[src/rtl/usbdev_pkg.sv]
// Shared USB device link-layer types: link-state and remote-wakeup encodings,
// default wakeup timing and the transceiver drive payload.
package usbdev_pkg;

  localparam int unsigned IdleUs     = 5000;
  localparam int unsigned DriveUs    = 2000;
  localparam int unsigned HostWaitUs = 50000;

  localparam int unsigned SuspTimerW = 13;
  localparam int unsigned WakeTimerW = 16;

  typedef enum logic [2:0] {
    LinkDisconnected = 3'd0,
    LinkPowered      = 3'd1,
    LinkPoweredSusp  = 3'd2,
    LinkActive       = 3'd3,
    LinkSuspended    = 3'd4,
    LinkActiveNoSof  = 3'd5,
    LinkResuming     = 3'd6
  } link_state_e;

  typedef enum logic [1:0] {
    WakeIdle     = 2'd0,
    WakeArmed    = 2'd1,
    WakeDriveK   = 2'd2,
    WakeWaitHost = 2'd3
  } wake_gen_state_e;

  typedef struct packed {
    logic oe;
    logic dp;
    logic dn;
  } usb_drive_t;

  // K state (D+ low, D- high) only while driving; bus released otherwise.
  function automatic usb_drive_t drive_for(wake_gen_state_e s);
    usb_drive_t d;
    d = '0;
    if (s == WakeDriveK) begin
      d.oe = 1'b1;
      d.dp = 1'b0;
      d.dn = 1'b1;
    end
    return d;
  endfunction

endpackage

[src/rtl/usbdev_wake_gen_if.sv]
// Signal bundle between link-state/software side and the remote-wakeup generator.
interface usbdev_wake_gen_if;

  logic us_tick_i;
  logic link_suspend_i;
  logic link_active_i;
  logic link_disconnect_i;
  logic wake_req_i;
  logic usb_oe_o;
  logic usb_dp_o;
  logic usb_dn_o;
  logic wake_busy_o;
  logic wake_done_o;
  logic wake_fail_o;

  modport master (
    output us_tick_i, link_suspend_i, link_active_i, link_disconnect_i, wake_req_i,
    input  usb_oe_o, usb_dp_o, usb_dn_o, wake_busy_o, wake_done_o, wake_fail_o
  );

  modport slave (
    input  us_tick_i, link_suspend_i, link_active_i, link_disconnect_i, wake_req_i,
    output usb_oe_o, usb_dp_o, usb_dn_o, wake_busy_o, wake_done_o, wake_fail_o
  );

endinterface

[src/rtl/usbdev_wake_gen.sv]
// Remote-wakeup transmitter: after a settled suspend, drives K for a fixed
// interval, releases the bus and waits for the host to reactivate the link.
module usbdev_wake_gen #(
  parameter int unsigned IdleUs     = usbdev_pkg::IdleUs,
  parameter int unsigned DriveUs    = usbdev_pkg::DriveUs,
  parameter int unsigned HostWaitUs = usbdev_pkg::HostWaitUs
) (
  input  logic               clk_48mhz_i,
  input  logic               rst_ni,
  usbdev_wake_gen_if.slave   bus
);

  import usbdev_pkg::*;

  localparam logic [SuspTimerW-1:0] IdleMax   = SuspTimerW'(IdleUs);
  localparam logic [WakeTimerW-1:0] DriveLast = WakeTimerW'(DriveUs - 1);
  localparam logic [WakeTimerW-1:0] HostLast  = WakeTimerW'(HostWaitUs - 1);

  wake_gen_state_e        state_q, state_d;
  logic [SuspTimerW-1:0]  susp_q;
  logic [WakeTimerW-1:0]  wake_q;
  logic                   settled;
  logic                   done_d, fail_d;
  usb_drive_t             drive_q;
  logic                   busy_q, done_q, fail_q;

  assign settled = (susp_q == IdleMax);

  // Continuous-suspend timer, saturating at the settling threshold.
  always_ff @(posedge clk_48mhz_i or negedge rst_ni) begin
    if (!rst_ni) begin
      susp_q <= '0;
    end else if (!bus.link_suspend_i) begin
      susp_q <= '0;
    end else if (bus.us_tick_i && !settled) begin
      susp_q <= susp_q + SuspTimerW'(1);
    end
  end

  // Next-state and completion pulses; link_suspend_i is ignored in DriveK
  // because our own K drive disturbs it.
  always_comb begin
    state_d = state_q;
    done_d  = 1'b0;
    fail_d  = 1'b0;
    unique case (state_q)
      WakeIdle: begin
        if (bus.wake_req_i) begin
          if (bus.link_suspend_i && !bus.link_disconnect_i) begin
            state_d = WakeArmed;
          end else begin
            fail_d = 1'b1;
          end
        end
      end
      WakeArmed: begin
        if (bus.link_disconnect_i) begin
          state_d = WakeIdle;
          fail_d  = 1'b1;
        end else if (!bus.link_suspend_i) begin
          state_d = WakeIdle;
          done_d  = 1'b1;
        end else if (settled) begin
          state_d = WakeDriveK;
        end
      end
      WakeDriveK: begin
        if (bus.link_disconnect_i) begin
          state_d = WakeIdle;
          fail_d  = 1'b1;
        end else if (bus.us_tick_i && (wake_q == DriveLast)) begin
          state_d = WakeWaitHost;
        end
      end
      WakeWaitHost: begin
        if (bus.link_disconnect_i) begin
          state_d = WakeIdle;
          fail_d  = 1'b1;
        end else if (bus.link_active_i) begin
          state_d = WakeIdle;
          done_d  = 1'b1;
        end else if (bus.us_tick_i && (wake_q == HostLast)) begin
          state_d = WakeIdle;
          fail_d  = 1'b1;
        end
      end
      default: begin
        state_d = WakeIdle;
      end
    endcase
  end

  // Wake timer restarts on every state entry; only meaningful in DriveK/WaitHost.
  always_ff @(posedge clk_48mhz_i or negedge rst_ni) begin
    if (!rst_ni) begin
      wake_q <= '0;
    end else if ((state_d != state_q) || (state_q == WakeIdle) || (state_q == WakeArmed)) begin
      wake_q <= '0;
    end else if (bus.us_tick_i) begin
      wake_q <= wake_q + WakeTimerW'(1);
    end
  end

  // State register with all outputs loaded from next-state.
  always_ff @(posedge clk_48mhz_i or negedge rst_ni) begin
    if (!rst_ni) begin
      state_q <= WakeIdle;
      drive_q <= '0;
      busy_q  <= 1'b0;
      done_q  <= 1'b0;
      fail_q  <= 1'b0;
    end else begin
      state_q <= state_d;
      drive_q <= drive_for(state_d);
      busy_q  <= (state_d != WakeIdle);
      done_q  <= done_d;
      fail_q  <= fail_d;
    end
  end

  assign bus.usb_oe_o    = drive_q.oe;
  assign bus.usb_dp_o    = drive_q.dp;
  assign bus.usb_dn_o    = drive_q.dn;
  assign bus.wake_busy_o = busy_q;
  assign bus.wake_done_o = done_q;
  assign bus.wake_fail_o = fail_q;

  a_done_fail_excl: assert property (@(posedge clk_48mhz_i) disable iff (!rst_ni)
    !(bus.wake_done_o && bus.wake_fail_o));

  a_oe_differential: assert property (@(posedge clk_48mhz_i) disable iff (!rst_ni)
    bus.usb_oe_o |-> (bus.usb_dp_o != bus.usb_dn_o));

endmodule

[src/flat_wrapper.sv]
// flat-port wrapper written by rule: the top's interface ports become plain ports
module usbdev_wake_gen_flat import usbdev_pkg::*;
#(
  parameter int unsigned IdleUs     = usbdev_pkg::IdleUs,
  parameter int unsigned DriveUs    = usbdev_pkg::DriveUs,
  parameter int unsigned HostWaitUs = usbdev_pkg::HostWaitUs
)
  (clk_48mhz_i, rst_ni, bus_us_tick_i, bus_link_suspend_i, bus_link_active_i, bus_link_disconnect_i, bus_wake_req_i, bus_usb_oe_o, bus_usb_dp_o, bus_usb_dn_o, bus_wake_busy_o, bus_wake_done_o, bus_wake_fail_o);
  usbdev_wake_gen_if bus_i ();
  input  logic clk_48mhz_i;
  input  logic rst_ni;
  input wire logic [$bits(bus_i.us_tick_i)-1:0] bus_us_tick_i;
  input wire logic [$bits(bus_i.link_suspend_i)-1:0] bus_link_suspend_i;
  input wire logic [$bits(bus_i.link_active_i)-1:0] bus_link_active_i;
  input wire logic [$bits(bus_i.link_disconnect_i)-1:0] bus_link_disconnect_i;
  input wire logic [$bits(bus_i.wake_req_i)-1:0] bus_wake_req_i;
  output wire logic [$bits(bus_i.usb_oe_o)-1:0] bus_usb_oe_o;
  output wire logic [$bits(bus_i.usb_dp_o)-1:0] bus_usb_dp_o;
  output wire logic [$bits(bus_i.usb_dn_o)-1:0] bus_usb_dn_o;
  output wire logic [$bits(bus_i.wake_busy_o)-1:0] bus_wake_busy_o;
  output wire logic [$bits(bus_i.wake_done_o)-1:0] bus_wake_done_o;
  output wire logic [$bits(bus_i.wake_fail_o)-1:0] bus_wake_fail_o;
  assign bus_i.us_tick_i = bus_us_tick_i;
  assign bus_i.link_suspend_i = bus_link_suspend_i;
  assign bus_i.link_active_i = bus_link_active_i;
  assign bus_i.link_disconnect_i = bus_link_disconnect_i;
  assign bus_i.wake_req_i = bus_wake_req_i;
  assign bus_usb_oe_o = bus_i.usb_oe_o;
  assign bus_usb_dp_o = bus_i.usb_dp_o;
  assign bus_usb_dn_o = bus_i.usb_dn_o;
  assign bus_wake_busy_o = bus_i.wake_busy_o;
  assign bus_wake_done_o = bus_i.wake_done_o;
  assign bus_wake_fail_o = bus_i.wake_fail_o;
  usbdev_wake_gen #(.IdleUs(IdleUs), .DriveUs(DriveUs), .HostWaitUs(HostWaitUs)) u_core (.clk_48mhz_i(clk_48mhz_i), .rst_ni(rst_ni), .bus(bus_i));
endmodule
[config.mk]
export PLATFORM = sky130hd
export DESIGN_NAME = usbdev_wake_gen_flat
export DESIGN_NICKNAME = d
export VERILOG_FILES = /design/src/rtl/usbdev_pkg.sv /design/src/rtl/usbdev_wake_gen_if.sv /design/src/rtl/usbdev_wake_gen.sv /design/src/flat_wrapper.sv
export SDC_FILE = /design/constraint.sdc
export NUM_CORES = 1
export LEC_CHECK = 0
export ABC_AREA = 1
export ABC_CLOCK_PERIOD_IN_PS = 4100
export CORE_UTILIZATION = 40
export CTS_CLUSTER_DIAMETER = 80
export DETAILED_ROUTE_END_ITERATION = 8
export SYNTH_ARGS = -nofsm -noshare
export SYNTH_HDL_FRONTEND = slang
export SYNTH_SLANG_ARGS = --single-unit
[constraint.sdc]
create_clock -name clk_48mhz_i -period 4.1 [get_ports clk_48mhz_i]
set_clock_uncertainty 0.05 [all_clocks]
set_input_delay 0.82 -clock clk_48mhz_i [delete_from_list [all_inputs] [get_ports clk_48mhz_i]]
set_output_delay 0.82 -clock clk_48mhz_i [all_outputs]
set_load 0.01 [all_outputs]
==> reports/metrics.csv <==
stage,metric,value,unit
place,hpwlAfterDp,3.061,mm
critical_path,path_buffers,1,
floorplan,fp_util,41.89,%
global_route,use_met2,28.37,%
critical_path,worst_setup_path_start_kind,input pin,
sta,rsz0062_at_grt,no,
route,dr.first_iter.drc_count,49,
floorplan,dieArea,5681,µm²
clock_tree,clk_pin_slew_worst_paths,80,ps
critical_path,reg2reg_depth,11,
final_layout,lay_top_count,nand2_1,
global_route,grt-ovfl-total,0,
sta,drv_slew,0,
global_route,grt_pass1_vias,1588,
worst_hold_path,hp-class,register to register,
floorplan,die_h,75.37,µm
synthesis,synth-seq-area-share,40.67,%
clock_tree,cts_buffer_depth,2,
final_layout,post-route-util,46.91,%
pwr,p_total,1158,µW
worst_hold_path,min-delay-start,u_core.susp_q[5],
global_route,grt_use_met3,4.101,%
critical_path,cp-endpoint,u_core.wake_q[4],
critical_path,critical_path_depth,11,
sta,finalClockPeriodUsage,64.41,%
critical_path,cp_cell_sequence,"clkdlybuf4s50_1, nand2_1, nor3_2, nand3_1, nand2_1, nand2_1, nand3_2, nand2_4, nand2_2, nand3_4, nor3_1",
final_layout,final_area,2411,µm²
final_layout,largestRegisters,"u_core.wake_q x16, u_core.susp_q x13, u_core.state_q x2",
critical_path,path_delay_family,simple AND/OR/NAND/NOR gates,
route,viasPerCell,4.855,
route,ant_nets,0,
place,placed_cells,330,
final_layout,syn_to_final_growth,11.97,%
floorplan,fp.dieW,75.37,µm
global_route,grt_pass1_wl,7.396,mm
pwr,p_clk_share,27.9,%
place,gp_congestion,0.8258,
clock_tree,cts_tree,done,
route,drc_errors,0,
worst_hold_path,hold_depth,1,
final_layout,antenna_cells,0,
place,port_buffers,11,
pwr,cellPowerDensity,480.3,nW/µm²
critical_path,r2r-end,u_core.wake_q[4],
clock_tree,clkLatencyLatePin,290,ps
clock_tree,postCtsSetupRepairBufs,0,
global_route,busiest_layer,met2,
status,status,finished clean,
final_layout,final_cell_mix,"nand2_1, dfrtp_1, inv_1",
critical_path,cpMaxStageDelayCell,clkdlybuf4s50_1,
pwr,p_switching,442.4,µW
clock_tree,numCtsBuffers,5,
sta,max_freq,378.7,MHz
global_route,grt_usage,17.38,%
final_layout,largest_reg_flops,16,
critical_path,reg2reg_slack,2080,ps
pwr,power.leakage,0.001017,µW
sta,holdWs,472.4,ps
critical_path,r2r_start,u_core.wake_q[0],
critical_path,required,4240,ps
sta,worst_slew_pin_slew,766.2,ps
sta,hold_viol,0,
global_route,use_met1,22.87,%
floorplan,io_pins,13,
clock_tree,cts_root_buffer,clkbuf_8,
critical_path,end_kind,register,
synthesis,avgSynthCellArea,8.444,µm²
place,dp_slack,1120,ps
critical_path,crit_fanout,16,
synthesis,ys_ff,35,
pwr,vdd_drop_max,0.3997,mV
synthesis,yosysUniqueCellTypes,35,
final_layout,nets,281,
route,wirelength,4.186,mm
place,place_area,2293,µm²
clock_tree,cts_resized,0,
global_route,antenna_found_initial,0,
sta,tns,0,ps
sta,fin_ws,1459,ps
sta,layout_min_cycle_time,2641,ps
synthesis,syn-num-nets,269,
synthesis,ys_warn_count,0,
critical_path,slowest_delay,750,ps
pwr,swShare,38.20,%
final_layout,top_register,u_core.wake_q,
synthesis,syn_inst,255,
run,drv_cap,0,
pwr,power_frac_seq,34.8,%
-- metal layers --
layer  routed length, µm  vias to the layer above
met5                   0                        -
met3                  96                        5
li1                    -                      849
met1                2050                      777
met2                1997                       10
met4                  40                        0
-- Yosys cell counts, drive strengths merged --
| master | count | share of area, % |
|---|---|---|
| xor2 | 12 | 4.9 |
| o21ai | 7 | 1.6 |
| ha | 7 | 4.1 |
| o21a | 1 | 0.35 |
| dfrtp | 35 | 41 |
| buf | 5 | 2.3 |
| xnor2 | 3 | 1.2 |
| a211oi | 2 | 0.70 |
| conb | 1 | 0.17 |
| mux2i | 1 | 0.46 |
| o21bai | 1 | 0.35 |
| a22oi | 1 | 0.35 |
| nand4 | 6 | 1.7 |
| clkbuf | 1 | 0.17 |
| nand3 | 20 | 6.2 |
| nor3 | 26 | 8.6 |
| nand2 | 45 | 9.6 |
| nor2 | 29 | 5.5 |
| a21oi | 13 | 3.2 |
| a31oi | 1 | 0.29 |
| or2 | 1 | 0.29 |
| nor3b | 2 | 0.70 |
| inv | 34 | 6.0 |
| nor4 | 1 | 0.58 |
-- cell families after synthesis --
kind of cell             Yosys count  synth area share [%]
multiplexers                       1                0.4649
other                              1                0.1742
AND-OR/OR-AND                     26                 6.857
flip-flops                        35                 40.67
buffers and inverters             40                 8.483
XOR/XNOR                          15                 6.101
adder cells (fa/ha/maj)            7                 4.067
AND/OR/NAND/NOR                  130                 33.18
-- power by group through the flow --
stage	Clock, µW	Combinational (µW)	Sequential [µW]
after floorplan	0	361	414
after global placement	0	436	410
after detailed placement	0	436	409
after CTS	336	439	403
after global routing	349	484	406
final	323	431	403
-- layout make-up --
cell class,count,area (µm²)
fill,535,2729
clock buffer,6,82.58
timing repair buffer,11,105.1
inverter,34,130.1
multi-input combinational,180,1095
sequential,35,875.8
clock inverter,2,35.03
tap,70,87.58
layers.png
The bar under the picture is 20 µm long.
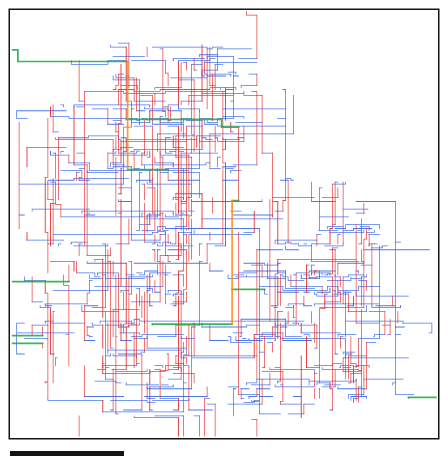
[orange] M4 | wire length: 40.8 µm
[red] M2 | wire length: 2000 µm
[blue] M1 | wire length: 2050 µm
[green] M3 | wire length: 96.8 µm

placed.png
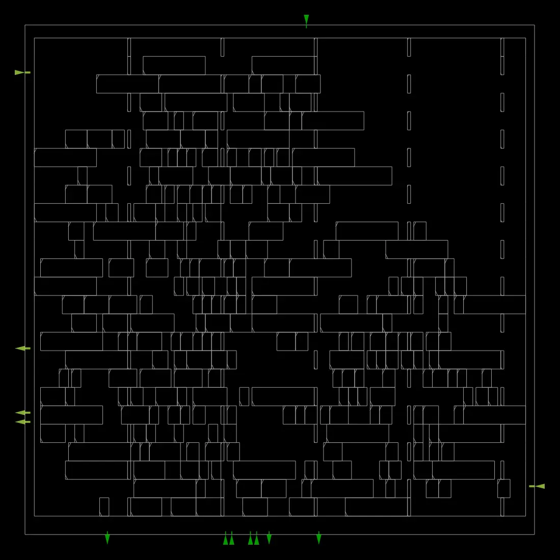
number of fill cells in the layout: 535
Layout Cells excl Fill: 338
Cell Rows: 26
core area: 5140 µm²

clock_wires.png
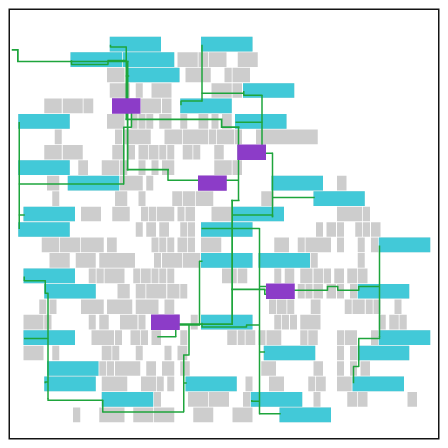
[green] clock wires | length: 496 µm
[cyan] flip-flops | count: 35
[purple] clock-net drivers | count: 5
routed clock nets: 6
flops lie: spread over the die

ff_map.png
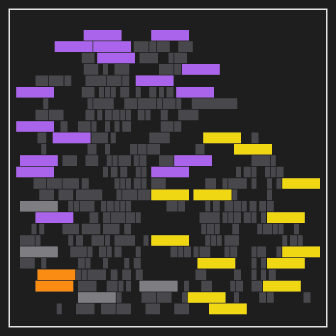
[yellow] u_core.susp_q | flops: 13
[purple] u_core.wake_q | flops: 16
[orange] u_core.state_q | flops: 2

Power and IR drop assume default switching activity.
